final_placement.png
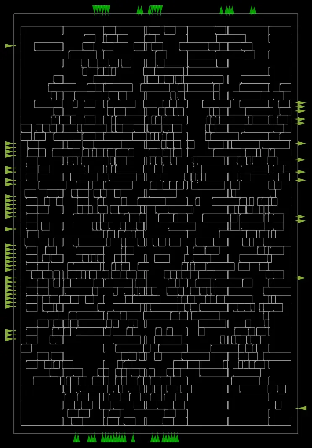
cell_classes.png
The bar under the picture is 20 um long. Fill, decap, tap and diode cells in grey.
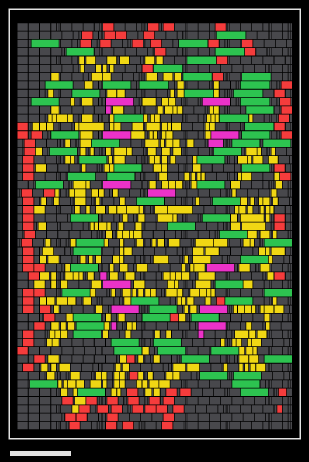
gate_families.png
The bar under the picture is 20 um long.
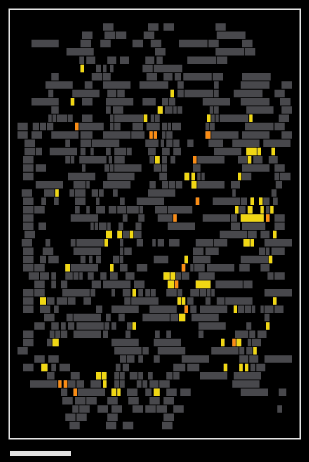
met4.png
The bar under the picture is 20 um long.
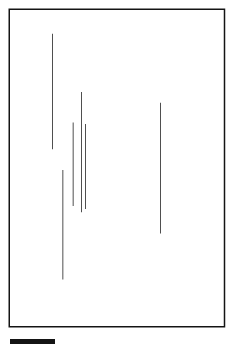
metal_stack.png
The bar under the picture is 20 um long.
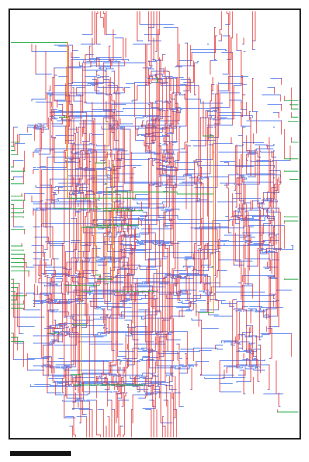
$ cat config.mk
export PLATFORM = sky130hd
export DESIGN_NAME = ssd_scan_ctrl
export DESIGN_NICKNAME = d
export VERILOG_FILES = /design/src/rtl/ssd_scan_ctrl.sv
export SDC_FILE = /design/constraint.sdc
export NUM_CORES = 1
export LEC_CHECK = 0
export CAP_MARGIN = 25
export CORE_ASPECT_RATIO = 1.5
export CORE_MARGIN = 2
export CORE_UTILIZATION = 35
export CTS_CLUSTER_DIAMETER = 200
export DETAILED_ROUTE_END_ITERATION = 12
export MAX_ROUTING_LAYER = met4
export PLACE_DENSITY_LB_ADDON = 0.05
export SYNTH_ARGS = -nofsm -noshare
export SYNTH_HDL_FRONTEND = slang
export SYNTH_SLANG_ARGS = --single-unit
$ cat constraint.sdc
create_clock -name ssd_scan_ctrl_clk -period 7.9 [get_ports ssd_scan_ctrl_clk]
set_input_delay 1.975 -clock ssd_scan_ctrl_clk [delete_from_list [all_inputs] [get_ports ssd_scan_ctrl_clk]]
set_output_delay 1.975 -clock ssd_scan_ctrl_clk [all_outputs]
set_load 0.01 [all_outputs]
$ cat src/rtl/ssd_scan_ctrl.sv
// Seven-segment display owner arbitration and 8-digit scan sequencer.
// Picks the hex or BCD counter once per frame, snapshots its value, then scans
// the eight digits with a one-cycle dead-time blank between them.
//
// state | meaning
// IDLE  | display dark, no owner; waits for a refresh tick with a request
// LATCH | arbitrate, register grants, snapshot owner value, restart at digit 0
// BLANK | dead time between digits, all anodes off
// DRIVE | current digit lit until the next refresh tick
module ssd_scan_ctrl #(
  parameter int unsigned clk_counter_value = 99_999,
  parameter bit          blank_lead        = 1'b1
) (
  input  logic        ssd_scan_ctrl_clk,
  input  logic        ssd_scan_ctrl_rst,
  input  logic        ssd_scan_ctrl_hex_req,
  input  logic        ssd_scan_ctrl_bcd_req,
  input  logic        ssd_scan_ctrl_sel,
  input  logic [31:0] ssd_scan_ctrl_hex_val,
  input  logic [31:0] ssd_scan_ctrl_bcd_val,
  output logic        ssd_scan_ctrl_hex_gnt,
  output logic        ssd_scan_ctrl_bcd_gnt,
  output logic [6:0]  ssd_scan_ctrl_cc,
  output logic [7:0]  ssd_scan_ctrl_an,
  output logic [2:0]  ssd_scan_ctrl_idx,
  output logic        ssd_scan_ctrl_frame_done
);

  localparam int DIV_W = (clk_counter_value == 0) ? 1 : $clog2(clk_counter_value + 1);
  localparam logic [DIV_W-1:0] DIV_TC = DIV_W'(clk_counter_value);

  typedef enum logic [1:0] {IDLE, LATCH, BLANK, DRIVE} state_t;

  state_t            state, state_nxt;
  logic [DIV_W-1:0]  div, div_nxt;
  logic [2:0]        idx_nxt;
  logic [31:0]       frame, frame_nxt;
  logic              hex_gnt_nxt, bcd_gnt_nxt;
  logic              tick, any_req, win_bcd;
  logic [31:0]       shifted;
  logic              lead_blank;
  logic [7:0]        an_nxt;
  logic [6:0]        cc_nxt;
  logic              frame_done_nxt;

  // Active-low glyphs {g,f,e,d,c,b,a}; a BCD owner shows a dash for A-F.
  function automatic logic [6:0] seg_decode(input logic [3:0] nib, input logic bcd);
    logic [6:0] g;
    g = 7'h7F;
    case (nib)
      4'h0: g = 7'b1000000;
      4'h1: g = 7'b1111001;
      4'h2: g = 7'b0100100;
      4'h3: g = 7'b0110000;
      4'h4: g = 7'b0011001;
      4'h5: g = 7'b0010010;
      4'h6: g = 7'b0000010;
      4'h7: g = 7'b1111000;
      4'h8: g = 7'b0000000;
      4'h9: g = 7'b0010000;
      4'hA: g = 7'b0001000;
      4'hB: g = 7'b0000011;
      4'hC: g = 7'b1000110;
      4'hD: g = 7'b0100001;
      4'hE: g = 7'b0000110;
      4'hF: g = 7'b0001110;
      default: g = 7'h7F;
    endcase
    if (bcd && (nib > 4'd9)) g = 7'b0111111;
    return g;
  endfunction

  // Next state, frame bookkeeping, divider, and the output values for the next cycle.
  always_comb begin
    tick           = (div == DIV_TC);
    any_req        = ssd_scan_ctrl_hex_req | ssd_scan_ctrl_bcd_req;
    win_bcd        = ssd_scan_ctrl_bcd_req & (~ssd_scan_ctrl_hex_req | ssd_scan_ctrl_sel);
    state_nxt      = state;
    idx_nxt        = ssd_scan_ctrl_idx;
    frame_nxt      = frame;
    hex_gnt_nxt    = ssd_scan_ctrl_hex_gnt;
    bcd_gnt_nxt    = ssd_scan_ctrl_bcd_gnt;

    case (state)
      IDLE: begin
        if (tick && any_req) state_nxt = LATCH;
      end
      LATCH: begin
        idx_nxt = 3'd0;
        if (any_req) begin
          hex_gnt_nxt = ~win_bcd;
          bcd_gnt_nxt = win_bcd;
          frame_nxt   = win_bcd ? ssd_scan_ctrl_bcd_val : ssd_scan_ctrl_hex_val;
          state_nxt   = BLANK;
        end else begin
          // requester vanished before arbitration: nothing to show
          hex_gnt_nxt = 1'b0;
          bcd_gnt_nxt = 1'b0;
          state_nxt   = IDLE;
        end
      end
      BLANK: begin
        state_nxt = DRIVE;
      end
      DRIVE: begin
        if (tick) begin
          if (ssd_scan_ctrl_idx != 3'd7) begin
            idx_nxt   = ssd_scan_ctrl_idx + 3'd1;
            state_nxt = BLANK;
          end else if (any_req) begin
            state_nxt = LATCH;
          end else begin
            idx_nxt     = 3'd0;
            hex_gnt_nxt = 1'b0;
            bcd_gnt_nxt = 1'b0;
            state_nxt   = IDLE;
          end
        end
      end
      default: state_nxt = IDLE;
    endcase

    if ((state_nxt == DRIVE) && (state != DRIVE)) div_nxt = '0;
    else if (tick)                                div_nxt = '0;
    else                                          div_nxt = div + 1'b1;

    // digits above the most significant non-zero nibble are dark; digit 0 never is
    shifted    = frame_nxt >> {idx_nxt, 2'b00};
    lead_blank = blank_lead && (idx_nxt != 3'd0) && (shifted == 32'd0);

    an_nxt = 8'hFF;
    cc_nxt = 7'h7F;
    if (state_nxt == DRIVE) begin
      an_nxt = ~(8'h01 << idx_nxt);
      if (!lead_blank) cc_nxt = seg_decode(shifted[3:0], bcd_gnt_nxt);
    end
    frame_done_nxt = (state_nxt == DRIVE) && (idx_nxt == 3'd7) && (div_nxt == DIV_TC);
  end

  // All state and pins registered; reset darkens the display immediately.
  always_ff @(posedge ssd_scan_ctrl_clk or negedge ssd_scan_ctrl_rst) begin
    if (!ssd_scan_ctrl_rst) begin
      state                    <= IDLE;
      div                      <= '0;
      frame                    <= 32'd0;
      ssd_scan_ctrl_idx        <= 3'd0;
      ssd_scan_ctrl_hex_gnt    <= 1'b0;
      ssd_scan_ctrl_bcd_gnt    <= 1'b0;
      ssd_scan_ctrl_an         <= 8'hFF;
      ssd_scan_ctrl_cc         <= 7'h7F;
      ssd_scan_ctrl_frame_done <= 1'b0;
    end else begin
      state                    <= state_nxt;
      div                      <= div_nxt;
      frame                    <= frame_nxt;
      ssd_scan_ctrl_idx        <= idx_nxt;
      ssd_scan_ctrl_hex_gnt    <= hex_gnt_nxt;
      ssd_scan_ctrl_bcd_gnt    <= bcd_gnt_nxt;
      ssd_scan_ctrl_an         <= an_nxt;
      ssd_scan_ctrl_cc         <= cc_nxt;
      ssd_scan_ctrl_frame_done <= frame_done_nxt;
    end
  end

endmodule

==> results.py <==
# Generated from Yosys and OpenROAD reports
metrics = {
    "placed_design": {
        "dp.cells": 686,
        "gp_congestion": 0.8957,
        "dp_slack_ns": 1.553,
    },
    "pwr": {
        "combPwrFrac_pct": 14.3,
        "p_leak_nw": 2.317,
        "p_switching_uw": 250.9,
        "power_density_nw_per_um2": 173.2,
    },
    "status": {
        "status": "finished, final reports clean",
    },
    "synth": {
        "yosysUniqueCellTypes": 69,
        "ys_cells": 465,
        "mux_share_pct": 7.459,
        "yosys_most_used_dff": "dfrtp_1",
    },
    "final_layout": {
        "layout_top_cells": "clkdlybuf4s50_1 (88), dfrtp_1 (57), nand2_1 (45)",
    },
    "floorplan": {
        "die-width_um": 94.80,
    },
    "drt": {
        "dr.pass1.iters": 5,
    },
    "worst_setup_path": {
        "criticalPathCategory": "primary input to flip-flop",
        "crit_chain": "clkdlybuf4s50_1, nand2b_1, nand2_2, and4b_1, nor3_1, mux2i_1, mux2_2, mux2i_4, inv_2, ha_1, o21a_1, o31ai_1, a21o_1, a311o_1",
    },
    "global_route": {
        "grt.overflow.total": 0,
    },
    "timing": {
        "maxSlewHeadroom_pct": 38.33,
        "hold_slack_ns": 0.5072,
    },
}
-- final_placement.png (at the start) --
core area: 12020 um^2
tap cell count: 153
Non-Filler Instances: 702
Layout Utilization: 46.75%

-- cell_classes.png (at the start) --
legend:
  flip-flops:
    colour: green
    cells: 72
    share_of_their_area: 34%
  all other logic:
    colour: yellow
    cells: 367
    share_of_their_area: 44%
  other buffers and delay cells:
    colour: red
    cells: 94
    share_of_their_area: 17%
  clock drivers and dummy loads:
    colour: magenta
    cells: 16
    share_of_their_area: 5.7%

-- gate_families.png (at the start) --
legend:
  inverters:
    colour: orange
    cells: 15
    most_used: inv_1
  NOR gates:
    colour: yellow
    cells: 62
    most_used: nor2_1

-- met4.png (at the start) --
nets with wire on the layer: 5
wire length on this layer: 284 um
share of all routed wire: 2.1%
longest straight run: 57.8 um
main direction: vertical

-- metal_stack.png (at the start) --
legend:
  met4:
    colour: orange
    wire_length: 284 um
  met3:
    colour: green
    wire_length: 368 um
  met1:
    colour: blue
    wire_length: 5210 um
  met2:
    colour: red
    wire_length: 7450 um

==> worst min-delay path: stages (launching register included) <==
cell     delay [ns]
dfrtp_1        0.32
nand2_1        0.05
o21ai_0        0.09
==> flip-flops by register name, summed over array words and instances, names as in the netlist <==
name                      flops
div                          17
ssd_scan_ctrl_an              8
ssd_scan_ctrl_idx             3
frame                        32
state                         2
ssd_scan_ctrl_hex_gnt         1
ssd_scan_ctrl_bcd_gnt         1
ssd_scan_ctrl_frame_done      1
ssd_scan_ctrl_cc              7
==> power groups by stage <==
| stage | registers, mW | logic (mW) | clock network, mW |
|---|---|---|---|
| 2_1_floorplan | 0.414 | 0.0861 | 0 |
| 3_3_place_gp | 0.426 | 0.138 | 0 |
| 3_5_place_dp | 0.427 | 0.141 | 0 |
| 4_1_cts | 0.421 | 0.141 | 0.422 |
| 5_1_grt | 0.425 | 0.156 | 0.443 |
| 6_report | 0.421 | 0.139 | 0.413 |
==> per-stage QoR <==
| step | power (mW) | util, % |
|---|---|---|
| 6_report | 0.9731 | 46.75 |
| 5_1_grt | 1.023 | 46.75 |
| 4_1_cts | 0.9837 | 46.75 |
| 3_5_place_dp | 0.5674 | 44.17 |
| 3_3_place_gp | 0.5645 | 44.17 |
| 2_1_floorplan | 0.5005 | - |
==> cell usage after synthesis, types with 10 or more instances <==
cell	number
inv_1	10
a21oi_1	21
nor2_1	38
nor3_1	12
nand2_1	45
o21ai_0	27
o22ai_1	11
dfstp_2	15
buf_2	12
mux2i_1	19
nand4_1	12
dfrtp_1	57
nand3_1	22
==> routing by layer <==
layer	GRT usage, %	vias up	wire [um]
met5	-	-	0
met4	6.865	0	284
met3	2.044	16	367
met2	39.12	87	7450
met1	23.55	1892	5208
li1	-	1880	-
Power figures rest on the tool's default switching activity, not on a simulated workload.
